--- src/rtl/uart_pkt_parser.sv ---
// Assembles 14-byte command frames (SOF FUNC D1..D10 CSUM EOF) from UART byte strobes,
// validates them and publishes the payload with a one-cycle pack_done pulse.
module uart_pkt_parser #(
    parameter logic [7:0]  _SOF         = 8'h5A,
    parameter logic [7:0]  _EOF         = 8'hA5,
    parameter int unsigned _TIMEOUT_CYC = 50000
) (
    input  logic       clk_50M,
    input  logic       rst,
    input  logic [7:0] rx_data,
    input  logic       rx_done,
    output logic [7:0] func_reg,
    output logic [7:0] rev_data1,
    output logic [7:0] rev_data2,
    output logic [7:0] rev_data3,
    output logic [7:0] rev_data4,
    output logic [7:0] rev_data5,
    output logic [7:0] rev_data6,
    output logic [7:0] rev_data7,
    output logic [7:0] rev_data8,
    output logic [7:0] rev_data9,
    output logic [7:0] rev_data10,
    output logic       pack_done,
    output logic       chk_err,
    output logic       frm_err,
    output logic       busy,
    output logic [2:0] fsm_state
);
    typedef enum logic [2:0] {
        S_IDLE = 3'd0,
        S_FUNC = 3'd1,
        S_DATA = 3'd2,
        S_CSUM = 3'd3,
        S_EOF  = 3'd4
    } state_t;

    localparam logic [19:0] CNT_LAST = 20'(_TIMEOUT_CYC - 1);

    state_t      state, state_next;
    logic [3:0]  idx;
    logic [7:0]  sum;
    logic [7:0]  csum_rx;
    logic [19:0] cnt;
    logic [7:0]  shadow_func;
    logic [7:0]  shadow [0:9];
    logic [7:0]  rev_q  [0:9];
    logic        expire, commit, chk_fire, frm_fire;

    assign fsm_state  = state;
    assign rev_data1  = rev_q[0];
    assign rev_data2  = rev_q[1];
    assign rev_data3  = rev_q[2];
    assign rev_data4  = rev_q[3];
    assign rev_data5  = rev_q[4];
    assign rev_data6  = rev_q[5];
    assign rev_data7  = rev_q[6];
    assign rev_data8  = rev_q[7];
    assign rev_data9  = rev_q[8];
    assign rev_data10 = rev_q[9];

    always_ff @(posedge clk_50M) begin
        if (rst) state <= S_IDLE;
        else     state <= state_next;
    end

    // Input handshake: rx_done qualifies rx_data for exactly one cycle; there is no
    // backpressure, so every strobe is consumed in the cycle it appears.
    always_comb begin
        state_next = state;
        commit     = 1'b0;
        chk_fire   = 1'b0;
        frm_fire   = 1'b0;
        expire     = (state != S_IDLE) && !rx_done && (cnt == CNT_LAST);
        if (expire) begin
            state_next = S_IDLE;
            frm_fire   = 1'b1;
        end else if (rx_done) begin
            case (state)
                S_IDLE: if (rx_data == _SOF) state_next = S_FUNC;
                S_FUNC: state_next = S_DATA;
                S_DATA: if (idx == 4'd9) state_next = S_CSUM;
                S_CSUM: state_next = S_EOF;
                S_EOF: begin
                    state_next = S_IDLE;
                    // A bad EOF outranks a bad checksum.
                    if (rx_data != _EOF)    frm_fire = 1'b1;
                    else if (csum_rx != sum) chk_fire = 1'b1;
                    else                     commit   = 1'b1;
                end
                default: state_next = S_IDLE;
            endcase
        end
    end

    always_ff @(posedge clk_50M) begin
        if (rst) begin
            idx         <= 4'd0;
            sum         <= 8'h00;
            csum_rx     <= 8'h00;
            cnt         <= 20'd0;
            shadow_func <= 8'h00;
            func_reg    <= 8'h00;
            pack_done   <= 1'b0;
            chk_err     <= 1'b0;
            frm_err     <= 1'b0;
            busy        <= 1'b0;
            for (int i = 0; i < 10; i++) begin
                shadow[i] <= 8'h00;
                rev_q[i]  <= 8'h00;
            end
        end else begin
            pack_done <= commit;
            chk_err   <= chk_fire;
            frm_err   <= frm_fire;
            busy      <= (state_next != S_IDLE);

            if (rx_done || state == S_IDLE) cnt <= 20'd0;
            else                            cnt <= cnt + 20'd1;

            if (rx_done) begin
                case (state)
                    S_FUNC: begin
                        shadow_func <= rx_data;
                        sum         <= rx_data;
                        idx         <= 4'd0;
                    end
                    S_DATA: begin
                        shadow[idx] <= rx_data;
                        sum         <= sum + rx_data;
                        if (idx != 4'd9) idx <= idx + 4'd1;
                    end
                    S_CSUM:  csum_rx <= rx_data;
                    default: ;
                endcase
            end

            if (commit) begin
                func_reg <= shadow_func;
                for (int i = 0; i < 10; i++) rev_q[i] <= shadow[i];
            end
        end
    end
endmodule

--- config.mk ---
export PLATFORM = sky130hd
export DESIGN_NAME = uart_pkt_parser
export DESIGN_NICKNAME = d
export VERILOG_FILES = /design/src/rtl/uart_pkt_parser.sv
export SDC_FILE = /design/constraint.sdc
export NUM_CORES = 1
export LEC_CHECK = 0
export CELL_PAD_IN_SITES_DETAIL_PLACEMENT = 1
export CELL_PAD_IN_SITES_GLOBAL_PLACEMENT = 2
export CORE_MARGIN = 2
export CORE_UTILIZATION = 38
export DETAILED_ROUTE_END_ITERATION = 10
export PLACE_DENSITY = 0.91
export SETUP_SLACK_MARGIN = 0.1
export SLEW_MARGIN = 20
export SYNTH_ARGS = -nofsm -noshare
export SYNTH_HDL_FRONTEND = slang
export SYNTH_SLANG_ARGS = --single-unit
--- constraint.sdc ---
create_clock -name clk_50M -period 4.09 [get_ports clk_50M]
set_input_delay 0.818 -clock clk_50M [delete_from_list [all_inputs] [get_ports clk_50M]]
set_output_delay 0.818 -clock clk_50M [all_outputs]
set_load 0.005 [all_outputs]
==> flow_summary.json, run 1 <==
{
  "synthesis.area_um2": 8950,
  "wl_met1_um": 8960,
  "path_buffers": 1,
  "synthArstFlopShare_pct": 0,
  "synth_area_per_cell_um2": 12.1,
  "n_fill_cell": 2476,
  "finalHoldViolations": 0,
  "p_per_area_nw_per_um2": 431,
  "p_leak_uw": 0.00390,
  "layout_setup_ws_ns": 1.10,
  "end_kind": "flop",
  "cap_viol_max_count": 0,
  "drtAntennaViolNets": 0,
  "powerSeq_uw": 2510,
  "topCellsByArea": "edfxtp_1, dfxtp_1, and2_1",
  "postPlaceCellArea_um2": 10400,
  "relSlewSlack_pct": 51.2,
  "yosys.area.top_type_share_pct": 53.7,
  "grt_max_degree": 82,
  "comb_share_pct": 24.0,
  "cts_buffers": 24,
  "clk-power_uw": 2050,
  "cts_resized": 0,
  "maxPowerGroup": "sequential cells",
  "yosysChipArea_um2": 8950,
  "drt_first_pass_iters": 4,
  "grt_pass1_wl_um": 32700,
  "finalPower_uw": 4790,
  "synth.distinct_cells": 49,
  "worstPathRequired_ns": 4.25,
  "drive_gt1_share_pct": 6.36,
  "clock-sinks": 223,
  "cp_top_family": "simple AND/OR/NAND/NOR gates",
  "hold_path_class": "reg -> reg",
  "worst_pin_slew_ns": 0.722,
  "layout_top_cells": "edfxtp_1, nor2_1, clkdlybuf4s50_1",
  "internal_power_uw": 3790,
  "ctsRootBufferMaster": "clkbuf_16",
  "grt_antenna_before_repair": 0,
  "pwr-share-clk_pct": 42.9,
  "max_freq_mhz": 335,
  "clk_latency_ns": 0.50,
  "fin_crit_sh_pct": 73.1,
  "rsz0062_at_grt": "false",
  "post-place-ws_ns": 0.661,
  "grt_overflow": 0,
  "finalSetupViolations": 0,
  "die_x_um": 157,
  "worstSetupPathDepth": 4,
  "grt_pass1_vias": 6113,
  "vias_per_cell": 4.91,
  "io_pins": 106,
  "final_common_cell": "edfxtp_1",
  "seq_power_share_pct": 52.4,
  "ys_seq_share_pct": 67.8,
  "max_stage_delay_ns": 0.71,
  "synthToLayoutAreaGrowth_pct": 24.0,
  "worstPathCellList": "clkdlybuf4s50_1, and3_1, nand4b_1, nand2_1",
  "critPathMaxFanout": 16,
  "synth_warnings": 0,
  "flop-count": 223,
  "met1_usage_pct": 21.0,
  "signal_buffers": 118,
  "grt_busiest_layer": "met2",
  "clk_share_pct": 6.78,
  "diodes": 0,
  "edf_count": 160,
  "n_all_inverters": 15,
  "tool_warnings": 27,
  "crit_type": "in -> reg",
  "tap-cell-count": 319,
  "ys_cells": 739,
  "place_congestion": 0.823,
  "p_switching_uw": 992,
  "ir_drop_uv": 230,
  "reg_top3": "rev_q: 80 flops, shadow: 80 flops, cnt: 20 flops",
  "logic_gate_count": 465,
  "die_h_um": 157,
  "cts_setup_buffers": 0,
  "combPwrFrac_pct": 4.7,
  "top_layer": "met4",
  "hold-path-endpoint": "shadow_func[4]",
  "seq_area_share_pct": 54.6,
  "drtIter0Drc": 375,
  "fin_skew_ns": 0.00786,
  "comb_area_um2": 2670,
  "status": "completed",
  "nNetsFinal": 869,
  "fp_nets": 761,
  "clockBufferCount": 34,
  "met2WireLength_um": 10700,
  "cp.arrival_ns": 3.15,
  "core_area_um2": 23300,
  "chipArea_um2": 24800,
  "rr_worst_depth": 5,
  "common_cells": "edfxtp_1, nor2_1, and2_1",
  "met3_length_um": 962,
  "r2r_end": "shadow[3][7]",
  "io_buffers": 105,
  "top_area_cell": "edfxtp_1",
  "synth_flops": 223,
  "pg_comb_uw": 225,
  "hold_buffers": 0,
  "sw_frac_of_total_pct": 20.7,
  "synth_top_cell_by_count": "edfxtp_1",
  "rows": 56,
  "setup.worst_path.start_class": "input pin",
  "r2r_slack_ns": 1.11,
  "cts_max_level": 1,
  "drc": 0,
  "initial_core_util_pct": 38.4,
  "fin_tns_setup_ns": 0,
  "dp_hpwl_um": 14500,
  "fin_area_um2": 11100,
  "layout_min_cycle_time_ns": 2.99,
  "clockBufferDepth": 3,
  "path_clk_slew_ns": 0.06,
  "cts_tree": "built",
  "hp-start": "shadow_func[4]",
  "r2r-start": "fsm_state[1]",
  "dominant_cells": "registers"
}
## run 1: logic make-up (layout without fill, tap and decap cells)
family / count (synthesis) / after routing / synth area share, %
and+or+nand+nor: 359 / 359 / 20.4
adders and majority gates: 11 / 11 / 1.62
DFF: 223 / 223 / 67.8
muxes: 10 / 10 / 1.12
AOI/OAI and AO/OA: 56 / 56 / 3.83
xor gates and xnor gates: 29 / 29 / 2.84
buffers and inverters: 51 / 177 / 2.46
## run 1: through the flow
step | hold slack, ns | cells | utilization [%]
final | 0.460 | 1184 | 47.6
after global routing | 0.488 | 1184 | 47.6
after CTS | 0.463 | 1184 | 47.6
after detailed placement | 0.457 | 1140 | 44.4
after global placement | 0.443 | 1140 | 44.4
after floorplan | 0.426 | 739 | -
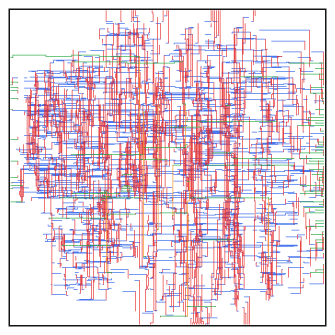
run_1/wires.png
(2 px per um)
Key: red = metal 2 [wire length 10700 um]; blue = metal 1 [wire length 8960 um]; orange = metal 4 [wire length 367 um]; green = metal 3 [wire length 962 um]
WL final: 21000 um
wire length per cell: 17.7 um
routed via count: 5808
Global Route Usage Sum: 17.1%

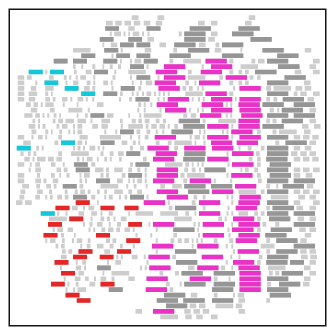
run_1/flops_by_reg.png
(2 px per um)
Key: cyan = sum [flops 8]; magenta = shadow [flops 80]; red = cnt [flops 20, where lower left]
total area of sequential cells: 6070 um2
fin util: 47.6%

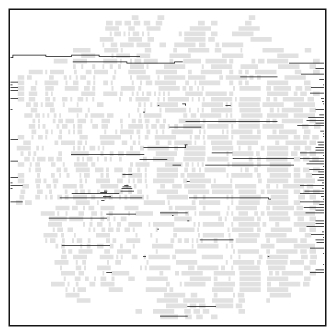
run_1/layer_met3.png
(2 px per um)
The wires run mostly horizontal. The layer carries 962 um of wire. The layer holds 4.6% of the routed length.
GRT met3 Usage: 2.31%

==> run 2, diff against run 1 <==
Settings changed: CORE_UTILIZATION 38 to 34, PLACE_DENSITY 0.91 to 0.87.
Clock period 4.09 ns to 2.5 ns, I/O delays scaled along.
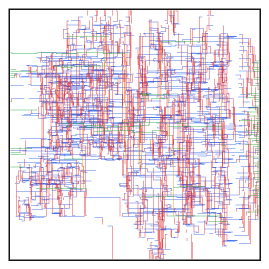
run_2/wires.png
(1.5 px per um)
wire length per cell: 17.1 um
routed via count: 5881

==> flow_summary.json, run 2 <==
{
  "top_area_cell": "edfxtp_1",
  "combPwrFrac_pct": 5.2,
  "core_area_um2": 26000,
  "cp.arrival_ns": 2.28,
  "comb_area_um2": 2680,
  "grt_busiest_layer": "met2",
  "n_fill_cell": 2769,
  "r2r-start": "fsm_state[2]",
  "tap-cell-count": 335,
  "critPathMaxFanout": 10,
  "drtIter0Drc": 322,
  "fin_crit_sh_pct": 83.8,
  "track_usage_pct": 15.1,
  "vias_per_cell": 4.76,
  "cts_setup_buffers": 0,
  "die_h_um": 166,
  "grt_antenna_before_repair": 0,
  "layout_setup_ws_ns": 0.406,
  "ys_cells": 739,
  "p_switching_uw": 1660,
  "n_all_inverters": 15,
  "synth_top_cell_by_count": "edfxtp_1",
  "worstPathRequired_ns": 2.68,
  "finalPower_uw": 7780,
  "worst_pin_slew_ns": 0.716,
  "internal_power_uw": 6120,
  "maxPowerGroup": "sequential cells",
  "setup.worst_path.start_class": "flop",
  "final_common_cell": "edfxtp_1",
  "status": "completed",
  "flop-count": 223,
  "die_x_um": 166,
  "cts_resized": 0,
  "fin_util_pct": 43.9,
  "edf_count": 160,
  "logic_gate_count": 465,
  "initial_core_util_pct": 34.5,
  "drc": 0,
  "finalHoldViolations": 0,
  "topCellsByArea": "edfxtp_1, dfxtp_1, and2_1",
  "clk-power_uw": 3280,
  "finalSetupViolations": 0,
  "grt_pass1_wl_um": 33300,
  "r2r_slack_ns": 0.41,
  "path_clk_slew_ns": 0.06,
  "yosys.area.top_type_share_pct": 53.7,
  "layout_min_cycle_time_ns": 2.09,
  "grt_max_degree": 82,
  "ys_seq_share_pct": 67.8,
  "post-place-ws_ns": -0.0552,
  "pwr-share-clk_pct": 42.1,
  "ir_drop_uv": 405,
  "synthToLayoutAreaGrowth_pct": 27.5,
  "clockBufferCount": 32,
  "clk_share_pct": 6.37,
  "reg_top3": "rev_q: 80 flops, shadow: 80 flops, cnt: 20 flops",
  "met1_usage_pct": 19.6,
  "dp_hpwl_um": 15000,
  "max_stage_delay_ns": 0.46,
  "place_congestion": 0.818,
  "io_pins": 106,
  "worstPathCellList": "nor3b_1, and3_1, nand4b_1, nand2_1",
  "drtAntennaViolNets": 0,
  "rr_worst_depth": 4,
  "diodes": 0,
  "yosysChipArea_um2": 8950,
  "grt_pass1_vias": 6044,
  "fin_area_um2": 11400,
  "fin_tns_setup_ns": 0,
  "common_cells": "edfxtp_1, nor2_1, and2_1",
  "end_kind": "flop",
  "synth_warnings": 0,
  "cap_viol_max_count": 0,
  "pg_comb_uw": 403,
  "met3_length_um": 893,
  "fin_skew_ns": 0.0143,
  "comb_share_pct": 23.5,
  "chipArea_um2": 27600,
  "worstSetupPathDepth": 4,
  "rows": 59,
  "p_leak_uw": 0.00407,
  "nNetsFinal": 905,
  "seqCellArea_um2": 6070,
  "synth.distinct_cells": 49,
  "path_buffers": 0,
  "clockBufferDepth": 3,
  "cp_top_family": "simple AND/OR/NAND/NOR gates",
  "fp_nets": 761,
  "signal_buffers": 154,
  "top_layer": "met4",
  "grt_overflow": 0,
  "io_buffers": 105,
  "p_per_area_nw_per_um2": 681,
  "met2WireLength_um": 10400,
  "postPlaceCellArea_um2": 10700,
  "synthesis.area_um2": 8950,
  "synth_flops": 223,
  "powerSeq_uw": 4100,
  "crit_type": "reg -> reg",
  "hold_path_class": "reg -> reg",
  "seq_area_share_pct": 53.1,
  "cts_max_level": 1,
  "dominant_cells": "registers",
  "synthArstFlopShare_pct": 0,
  "cts_tree": "built",
  "seq_power_share_pct": 52.7,
  "relSlewSlack_pct": 51.6,
  "drive_gt1_share_pct": 9.99,
  "r2r_end": "shadow[3][4]",
  "clock-sinks": 223,
  "ctsRootBufferMaster": "clkbuf_16",
  "clk_latency_ns": 0.52,
  "dp.cells": 1192,
  "synth_area_per_cell_um2": 12.1,
  "max_freq_mhz": 478,
  "drt_first_pass_iters": 4,
  "hold_buffers": 0,
  "wl_met1_um": 9450,
  "sw_frac_of_total_pct": 21.3,
  "fin_cells": 1236,
  "rsz0062_at_grt": "false",
  "wirelength_um": 21100,
  "cts_buffers": 24,
  "layout_top_cells": "edfxtp_1, nor2_1, clkdlybuf4s50_1",
  "met3_usage_pct": 2.84,
  "tool_warnings": 27,
  "hold_slack_ns": 0.454
}
## run 2: kinds of logic after synthesis
logic type	Yosys count	share of synthesized area (%)
AND/OR/NAND/NOR	359	20.4
flip-flops	223	67.8
AND-OR/OR-AND	56	3.83
buffers and inverters	51	2.46
XOR/XNOR	29	2.84
adder cells (fa/ha/maj)	11	1.62
multiplexers	10	1.12
## run 2: how the worst min path moves through the flow
stage,start,cells past startpoint,endpoint
finish,shadow_func[3],2,shadow_func[3]
global route,shadow_func[3],2,shadow_func[3]
CTS,shadow_func[3],2,shadow_func[3]
detailed placement,shadow_func[3],2,shadow_func[3]
global placement,cnt[0],1,cnt[0]
floorplan,cnt[0],1,cnt[0]
==> run 3, diff against run 2 <==
Clock period 2.5 ns to 1.7 ns, I/O delays scaled along.
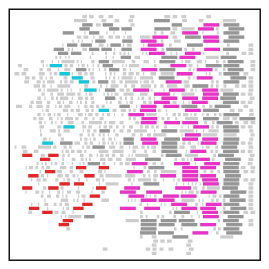
run_3/flops_by_reg.png
(1.5 px per um)
Key: red = cnt [flops 20]; magenta = shadow [flops 80]; cyan = sum [flops 8]
Seq group: 6030 uW
fin util: 47.4%
total area of sequential cells: 6090 um2

==> flow_summary.json, run 3 <==
{
  "hold_buffers": 0,
  "max_freq_mhz": 559,
  "max_stage_delay_ns": 0.36,
  "finalPower_uw": 11900,
  "relSlewSlack_pct": 76.2,
  "violations": "negative setup slack",
  "synthArstFlopShare_pct": 0,
  "crit_type": "reg -> reg",
  "post-place-ws_ns": -0.606,
  "clk_latency_ns": 0.52,
  "critPathMaxFanout": 20,
  "hold_path_class": "in -> reg",
  "synth_top_cell_by_count": "edfxtp_1",
  "edf_count": 160,
  "core_area_um2": 26000,
  "met3_length_um": 978,
  "ys_sh_mux_pct": 1.12,
  "holdPathStages": 3,
  "synth_adder_area_share_pct": 1.62,
  "grt_overflow": 0,
  "r2r-start": "sum[0]",
  "internal_power_uw": 9420,
  "clockBufferDepth": 3,
  "layout_setup_ws_ns": -0.0899,
  "synthesis.area_um2": 8950,
  "cts_tree": "built",
  "r2r_end": "rev_q[4][5]",
  "ys_seq_share_pct": 67.8,
  "fin_tns_setup_ns": -8.47,
  "grt_pass1_wl_um": 36700,
  "n_fill_cell": 2725,
  "wire_per_inst_um": 18.1,
  "setup.worst_path.start_class": "flop",
  "p_per_area_nw_per_um2": 970,
  "layout_top_cells": "edfxtp_1, nor2_1, clkdlybuf4s50_1",
  "drtIter0Drc": 351,
  "io_buffers": 105,
  "clk-power_uw": 5200,
  "top_layer": "met4",
  "drc": 0,
  "nNetsFinal": 962,
  "worstSetupPathDepth": 7,
  "pg_comb_uw": 716,
  "fin_area_um2": 12300,
  "worstPathRequired_ns": 2.08,
  "status": "complete, but fails checks",
  "track_usage_pct": 16.8,
  "vias": 6185,
  "chipArea_um2": 27600,
  "sw_frac_of_total_pct": 21.1,
  "cp.arrival_ns": 2.17,
  "cp_top_family": "buffers and inverters",
  "finalSetupViolations": 185,
  "drt_first_pass_iters": 4,
  "cts_max_level": 1,
  "wl_met1_um": 9880,
  "postPlaceCellArea_um2": 11200,
  "synth_flops": 223,
  "ir_drop_uv": 654,
  "drtAntennaViolNets": 0,
  "final_common_cell": "edfxtp_1",
  "drive_gt1_share_pct": 21.8,
  "p_switching_uw": 2520,
  "fin_crit_sh_pct": 105,
  "dp_hpwl_um": 16200,
  "common_cells": "edfxtp_1, nor2_1, and2_1"
}
-- run 3: worst min path at each step --
stage                   startpoint              to
floorplan                   cnt[0]          cnt[0]
global placement    shadow_func[3]  shadow_func[3]
detailed placement  shadow_func[2]  shadow_func[2]
CTS                     rx_data[0]  shadow_func[0]
global route            rx_data[0]  shadow_func[0]
finish                  rx_data[0]  shadow_func[0]
-- run 3: area by class of cell --
type                    count  share of cell area [%]
well taps                 335                    3.40
clock buffers              34                    5.53
repair buffers            210                    16.4
clock inverters            11                   0.914
inverters                  15                   0.457
flip-flops and latches    223                    49.4
multi-input cells         465                    23.9
-- run 3: what timing repair did --
| action | CTS | global route |
|---|---|---|
| buffers inserted | 4 | 0 |
| pin swaps | 11 | 6 |
| cloned | 2 | 1 |
| gates resized | 69 | 16 |
| endpoints found under the setup margin | 365 | 450 |
Power is estimated from default activity; no workload was simulated.
